File: config.mk
export PLATFORM = sky130hd
export DESIGN_NAME = ps2_link_tx
export DESIGN_NICKNAME = d
export VERILOG_FILES = /design/src/rtl/ps2_link_pkg.sv /design/src/rtl/ps2_btn_encoder.sv /design/src/rtl/ps2_link_tx.sv
export SDC_FILE = /design/constraint.sdc
export NUM_CORES = 1
export LEC_CHECK = 0
export CAP_MARGIN = 20
export CORE_UTILIZATION = 35
export CTS_BUF_LIST = sky130_fd_sc_hd__clkbuf_4 sky130_fd_sc_hd__clkbuf_8
export CTS_CLUSTER_DIAMETER = 40
export DETAILED_ROUTE_END_ITERATION = 10
export DONT_BUFFER_PORTS = 1
export SETUP_SLACK_MARGIN = 0.2
export SLEW_MARGIN = 15
export SYNTH_ARGS = -nofsm -noshare
export SYNTH_HDL_FRONTEND = slang
export SYNTH_SLANG_ARGS = --single-unit
File: constraint.sdc
create_clock -name clock -period 2.9 [get_ports clock]
set_clock_uncertainty 0.2 [all_clocks]
set_input_delay 0.87 -clock clock [delete_from_list [all_inputs] [get_ports clock]]
set_output_delay 0.87 -clock clock [all_outputs]
set_load 0.01 [all_outputs]
File: src/rtl/ps2_link_pkg.sv
// Shared constants and FSM state type for the Arduino<->FPGA controller link.
// Used by both the transmit and the receive block.
package ps2_link_pkg;

  localparam int NUM_BUTTONS = 10;

  localparam logic [3:0] CODE_NONE     = 4'd0;
  localparam logic [3:0] CODE_CIRCLE   = 4'd1;
  localparam logic [3:0] CODE_CROSS    = 4'd2;
  localparam logic [3:0] CODE_SQUARE   = 4'd3;
  localparam logic [3:0] CODE_TRIANGLE = 4'd4;
  localparam logic [3:0] CODE_LEFT     = 4'd5;
  localparam logic [3:0] CODE_RIGHT    = 4'd6;
  localparam logic [3:0] CODE_UP       = 4'd7;
  localparam logic [3:0] CODE_DOWN     = 4'd8;
  localparam logic [3:0] CODE_R1       = 4'd9;
  localparam logic [3:0] CODE_START    = 4'd10;

  localparam int BTN_CIRCLE   = 0;
  localparam int BTN_CROSS    = 1;
  localparam int BTN_SQUARE   = 2;
  localparam int BTN_TRIANGLE = 3;
  localparam int BTN_LEFT     = 4;
  localparam int BTN_RIGHT    = 5;
  localparam int BTN_UP       = 6;
  localparam int BTN_DOWN     = 7;
  localparam int BTN_R1       = 8;
  localparam int BTN_START    = 9;

  typedef enum logic [1:0] {
    IDLE,
    LOAD,
    HOLD,
    GAP
  } tx_state_t;

endpackage

File: src/rtl/ps2_btn_encoder.sv
// Lowest-set-bit encoder: button vector -> {valid, code}.
// Bit k maps to code k+1; an empty vector gives CODE_NONE.
module ps2_btn_encoder
  import ps2_link_pkg::*;
(
  input  logic [NUM_BUTTONS-1:0] btn,
  output logic                   valid,
  output logic [3:0]             code
);

  always_comb begin
    valid = 1'b0;
    code  = CODE_NONE;
    for (int k = NUM_BUTTONS - 1; k >= 0; k--) begin
      if (btn[k]) begin
        valid = 1'b1;
        code  = 4'(k + 1);
      end
    end
  end

endmodule

File: src/rtl/ps2_link_tx.sv
// Serialises pressed buttons of two controllers onto GPIO as held codes.
// Define PS2_TX_REPEAT_EN for continuous retransmission of held buttons.
module ps2_link_tx
  import ps2_link_pkg::*;
#(
  parameter int HOLD_CYCLES = 1_100_000,
  parameter int GAP_CYCLES  = 1_000,
  parameter int CNT_W       = 21
) (
  input  logic                   clock,
  input  logic                   reset,
  input  logic [NUM_BUTTONS-1:0] c1,
  input  logic [NUM_BUTTONS-1:0] c2,
  output logic [4:0]             gpio_out,
  output logic                   busy,
  output logic                   frame_done
);

  tx_state_t state, state_n;

  logic [NUM_BUTTONS-1:0] snap1, snap2;
  logic [CNT_W-1:0]       cnt;
  logic                   sel;
  logic [3:0]             code;
  logic                   v1, v2;
  logic [3:0]             code1, code2;
  logic                   start;
  logic                   hold_end, gap_end;

  ps2_btn_encoder u_enc1 (
    .btn   (snap1),
    .valid (v1),
    .code  (code1)
  );

  ps2_btn_encoder u_enc2 (
    .btn   (snap2),
    .valid (v2),
    .code  (code2)
  );

`ifdef PS2_TX_REPEAT_EN
  assign start = ({c2, c1} != '0);
`else
  logic [2*NUM_BUTTONS-1:0] last_sent, frame_snap;
  // An unchanged held vector is not resent until it changes or is released
  assign start = ({c2, c1} != '0) && ({c2, c1} != last_sent);
`endif

  assign hold_end = (cnt == CNT_W'(HOLD_CYCLES - 1));
  assign gap_end  = (cnt == CNT_W'(GAP_CYCLES - 1));

  always_comb begin
    state_n = state;
    unique case (state)
      IDLE: if (start) state_n = LOAD;
      LOAD: state_n = (v1 || v2) ? HOLD : IDLE;
      HOLD: if (hold_end) state_n = GAP;
      GAP:  if (gap_end) state_n = LOAD;
      default: state_n = IDLE;
    endcase
  end

  always_ff @(posedge clock) begin
    if (reset) begin
      state      <= IDLE;
      snap1      <= '0;
      snap2      <= '0;
      cnt        <= '0;
      sel        <= 1'b0;
      code       <= CODE_NONE;
      gpio_out   <= '0;
      busy       <= 1'b0;
      frame_done <= 1'b0;
`ifndef PS2_TX_REPEAT_EN
      last_sent  <= '0;
      frame_snap <= '0;
`endif
    end else begin
      state      <= state_n;
      busy       <= (state_n != IDLE);
      frame_done <= 1'b0;

      unique case (state)
        HOLD:    gpio_out <= {sel, code};
        GAP:     gpio_out <= {sel, CODE_NONE};
        default: gpio_out <= '0;
      endcase

      unique case (state)
        IDLE: begin
          if (start) begin
            snap1 <= c1;
            snap2 <= c2;
          end
`ifndef PS2_TX_REPEAT_EN
          if (start) frame_snap <= {c2, c1};
          if ({c2, c1} == '0) last_sent <= '0;
`endif
        end
        LOAD: begin
          cnt <= '0;
          if (v1) begin
            sel  <= 1'b0;
            code <= code1;
          end else if (v2) begin
            sel  <= 1'b1;
            code <= code2;
          end else begin
            frame_done <= 1'b1;
`ifndef PS2_TX_REPEAT_EN
            last_sent  <= frame_snap;
`endif
          end
        end
        HOLD: cnt <= hold_end ? '0 : cnt + 1'b1;
        GAP: begin
          cnt <= cnt + 1'b1;
          // Drop the button just sent: clear the lowest set bit
          if (gap_end) begin
            if (!sel) snap1 <= snap1 & (snap1 - 1'b1);
            else      snap2 <= snap2 & (snap2 - 1'b1);
          end
        end
        default: ;
      endcase
    end
  end

endmodule

### Supply network, run 1

Pins as bars on the die edge.
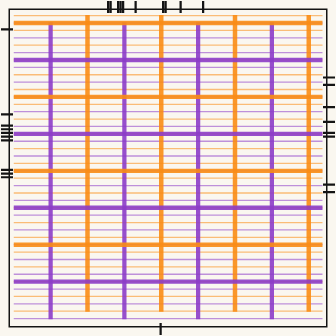
legend:
  VDD:
    color: orange
  VSS:
    color: purple
met1 rails: 42
rows: 41
Max VDD drop: 0.433 mV
CORE AREA: 12700 sq um
die width: 116 microns
die y size: 116 microns

### Cell classes on the final placement, run 1

The bar under the picture is 20 microns long.
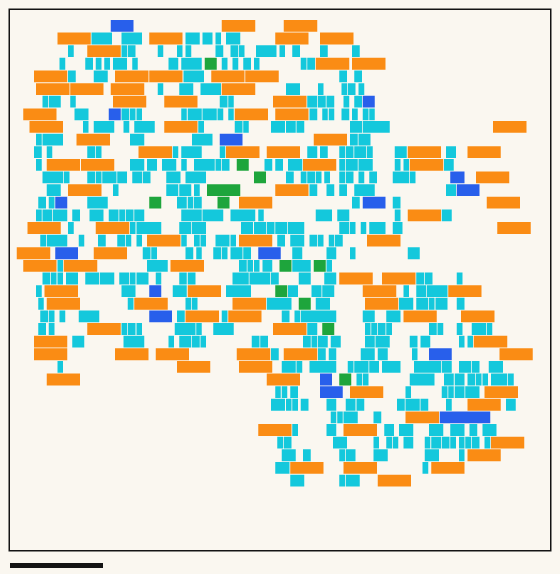
legend:
  flops:
    color: orange
    cells: 95
    share_of_their_area: 40%
  other buffers and delay cells:
    color: green
    cells: 12
    share_of_their_area: 2.2%
  combinational and other logic:
    color: cyan
    cells: 408
    share_of_their_area: 53%
  clock drivers and dummy loads:
    color: blue
    cells: 16
    share_of_their_area: 4.3%

### Clock distribution, run 1

The bar under the picture is 20 microns long.
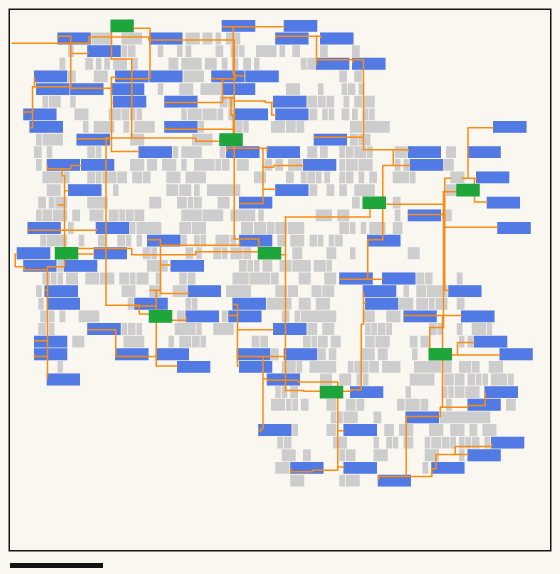
legend:
  clock wires:
    color: orange
    length: 1250 microns
  clock drivers:
    color: green
    count: 9
  flip-flops:
    color: blue
    count: 95
routed clock nets: 10
clk ins delay skew pair: 390 ps
P_clk: 909 uW
Clock Power Share: 29.3%

==> deck_impl_summary.md, run 1 <==
Synthesis and Place & Route Summary

Setup path
  – Crit path DRT: between 2000 and 3000 ps
  – CP top delay family: AND-OR/OR-AND gates
  – Critical Path End Type: flop
  – Cells on worst reg2reg path: 8
  – CP peak stage delay: approximately 400 ps
  – FF-to-FF Start: cnt[0]$_SDFFE_PP0N_
  – Slowest CP cell: a2111o_1
  – R2R Setup Slk: about 520 ps
  – Terminus of the critical flop-to-flop path: cnt[12]$_SDFFE_PP0N_

Finish
  – Clk cell area share: under 10%
  – # clk buffers: 12
  – Non-clk bufs: 12
  – Flop count: 95
  – Register area: 1900 sq um

Logic synthesis
  – Compound-Gate Fraction of Synth Area: roughly 26%
  – Unique cell types: ~66
  – Ys async rst share: 0%

Final timing
  – Normalized max-slew margin: 62.7%
  – Slew Viols, Final: 0
  – Final setup violation count: 0
  – Period minus WS final: about 2400 ps
  – Fmax: approximately 0.42 GHz

Clock tree
  – Clock Pin Slew Worst Setup and Hold Paths: ~90 ps

Floorplan
  – Die area: 13500 sq um

Global routing
  – GRT met2 Usage: 26.7%
  – Tot GR Track Use: 17.8%
  – Vias in the first global route: approximately 3600

Job
  – MaxCap Viol Count: 0

Outcome
  – Outcome: completed
run 1: where the power goes:
group          total, mW  switching, mW  internal, mW  leakage [nW]
combinational      0.683          0.427         0.255         0.765
clock              0.909          0.478         0.431        0.0975
sequential          1.51          0.101          1.41         0.775
run 1: per-stage QoR:
step                      utilization, %  area [sq um]
after floorplan                        -          4570
after global placement              37.2          4720
after detailed placement            37.2          4720
after CTS                           38.8          4920
after global routing                38.8          4920
final                               38.8          4920
run 1: worst register-to-register path, cell delays in order, from the launching register on:
cell and delay (ps):
dfxtp_1 400, ha_1 230, nor2b_1 210, nand3_1 190, o41ai_2 470, buf_4 250
nor2_1 80, a31oi_1 180, a311oi_1 70
run 1: state kept, by name (all words and copies together) (netlist names), 2 cells and up:
name        count
code            4
snap2          10
snap1          10
last_sent      20
state           2
cnt            21
gpio_out        5
frame_snap     20
### Signal wires by layer, run 1

Two of the layers only.
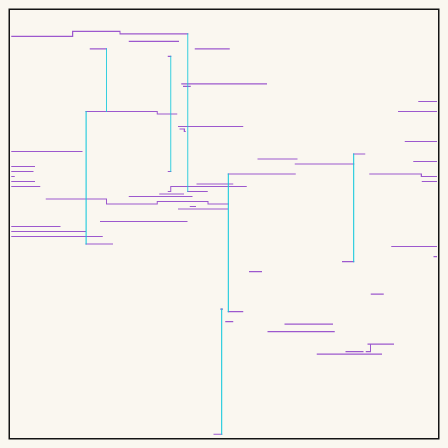

==> run 2, diff against run 1 <==
==> constraint.sdc (replaced) <==
create_clock -name clock -period 2.1 [get_ports clock]
set_clock_uncertainty 0.2 [all_clocks]
set_input_delay 0.63 -clock clock [delete_from_list [all_inputs] [get_ports clock]]
set_output_delay 0.63 -clock clock [all_outputs]
set_load 0.01 [all_outputs]
### Signal wires by layer, run 2

Two of the layers only.
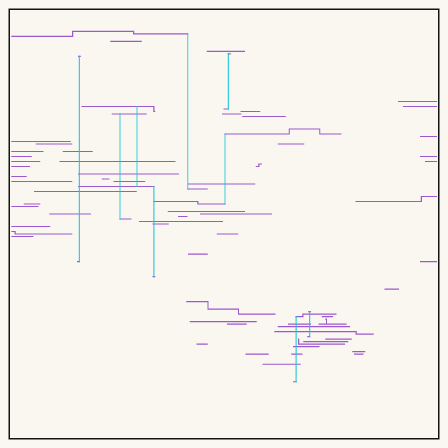
legend:
  metal 3:
    color: purple
    wire_length: 799 microns
  metal 4:
    color: cyan
    wire_length: 231 microns

==> run 2 against run 1 <==
- the flow now finishes with violations (negative setup slack)
- synthesized cell count stayed put
- global-route usage is 3.8 points higher
- sequential power rose by 39%
- non-clock buffer count grew 91
- setup slack lost 580 ps
- area after synthesis unchanged
- combinational power rose to 2.5 times the previous value
- clock power up 44%
- routed wire length up 29%
- sequential share of layout area is 9.7 points lower
- critical endpoint is now cnt[10]$_SDFFE_PP0N_
- largest cell class unchanged
==> deck_impl_summary.md, run 2 <==
Synthesis and Place & Route Summary

Placement
  – Dpl cell area: 5220 sq um (was 4720 sq um)

Finish
  – Fin area: 6620 sq um (was 4920 sq um)
  – Core Util, Final: 52.2% (was 38.8%)
  – Non-clk bufs: 103 (was 12)
  – Largest registers: cnt x21, frame_snap x20, last_sent x20 (unchanged)

Final timing
  – Min setup slack post-route: -88.4 ps (was 493 ps)
  – Fmax: 0.457 GHz
  – Period minus WS final: 2190 ps
  – Final setup violation count: 25 (was 0)
  – Slew Viols, Final: 0 (unchanged)

Outcome
  – Outcome: finished with violations (was completed)
  – Failing checks: negative setup slack

Setup path
  – CP peak stage delay: 590 ps (was 400 ps)
  – Crit path DRT: 2200 ps (was 2990 ps)

Power
  – Top Consumer: sequential cells (unchanged)
  – Switching Fraction: 35.2% (was 32.5%)
  – Power Combinational: 1.73 mW (was 683 uW)
  – Clock Power Share: 25.5% (was 29.3%)
  – Max VDD drop: 0.549 mV (was 0.433 mV)
  – P_seq: 2.10 mW (was 1.51 mW)

Global routing
  – GRT met2 Usage: 34.2% (was 26.7%)

Clock tree
  – Clock Pin Slew Worst Setup and Hold Paths: 100 ps (was 90 ps)

Logic synthesis
  – Compound-Gate Fraction of Synth Area: 25.6% (unchanged)

Floorplan
  – Die width: 116 microns (unchanged)
  – Die y size: 116 microns (unchanged)

Job
  – MaxCap Viol Count: 0 (unchanged)
### Clock nets, run 2

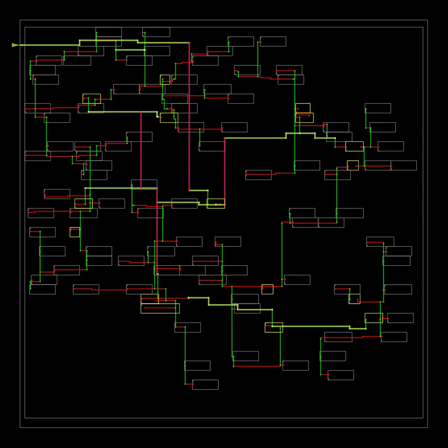
flop count: 95
clk ins delay skew pair: 400 ps
P_clk: 1.31 mW
# clk buffers: 10

==> run 2: how the worst max path moves through the flow <==
stage / from / end / slack, ps
after floorplan: c1[6] / snap2[7]$_SDFFE_PP0P_ / -130
after global placement: c1[2] / frame_snap[4]$_SDFFE_PP0P_ / -320
after detailed placement: c1[2] / frame_snap[2]$_SDFFE_PP0P_ / -390
after CTS: cnt[5]$_SDFFE_PP0N_ / cnt[10]$_SDFFE_PP0N_ / -60
after global routing: cnt[0]$_SDFFE_PP0N_ / cnt[12]$_SDFFE_PP0N_ / -170
final: cnt[5]$_SDFFE_PP0N_ / cnt[10]$_SDFFE_PP0N_ / -90
==> run 2: repair_timing <==
action                     4_1_cts  5_1_grt
gates resized                  144       63
setup endpoints to repair       83       86
setup buffers                   14       13
pin swaps                       77       36
cloned                           8        3
hold buffers                     0        0
Power is estimated from default activity; no workload was simulated.
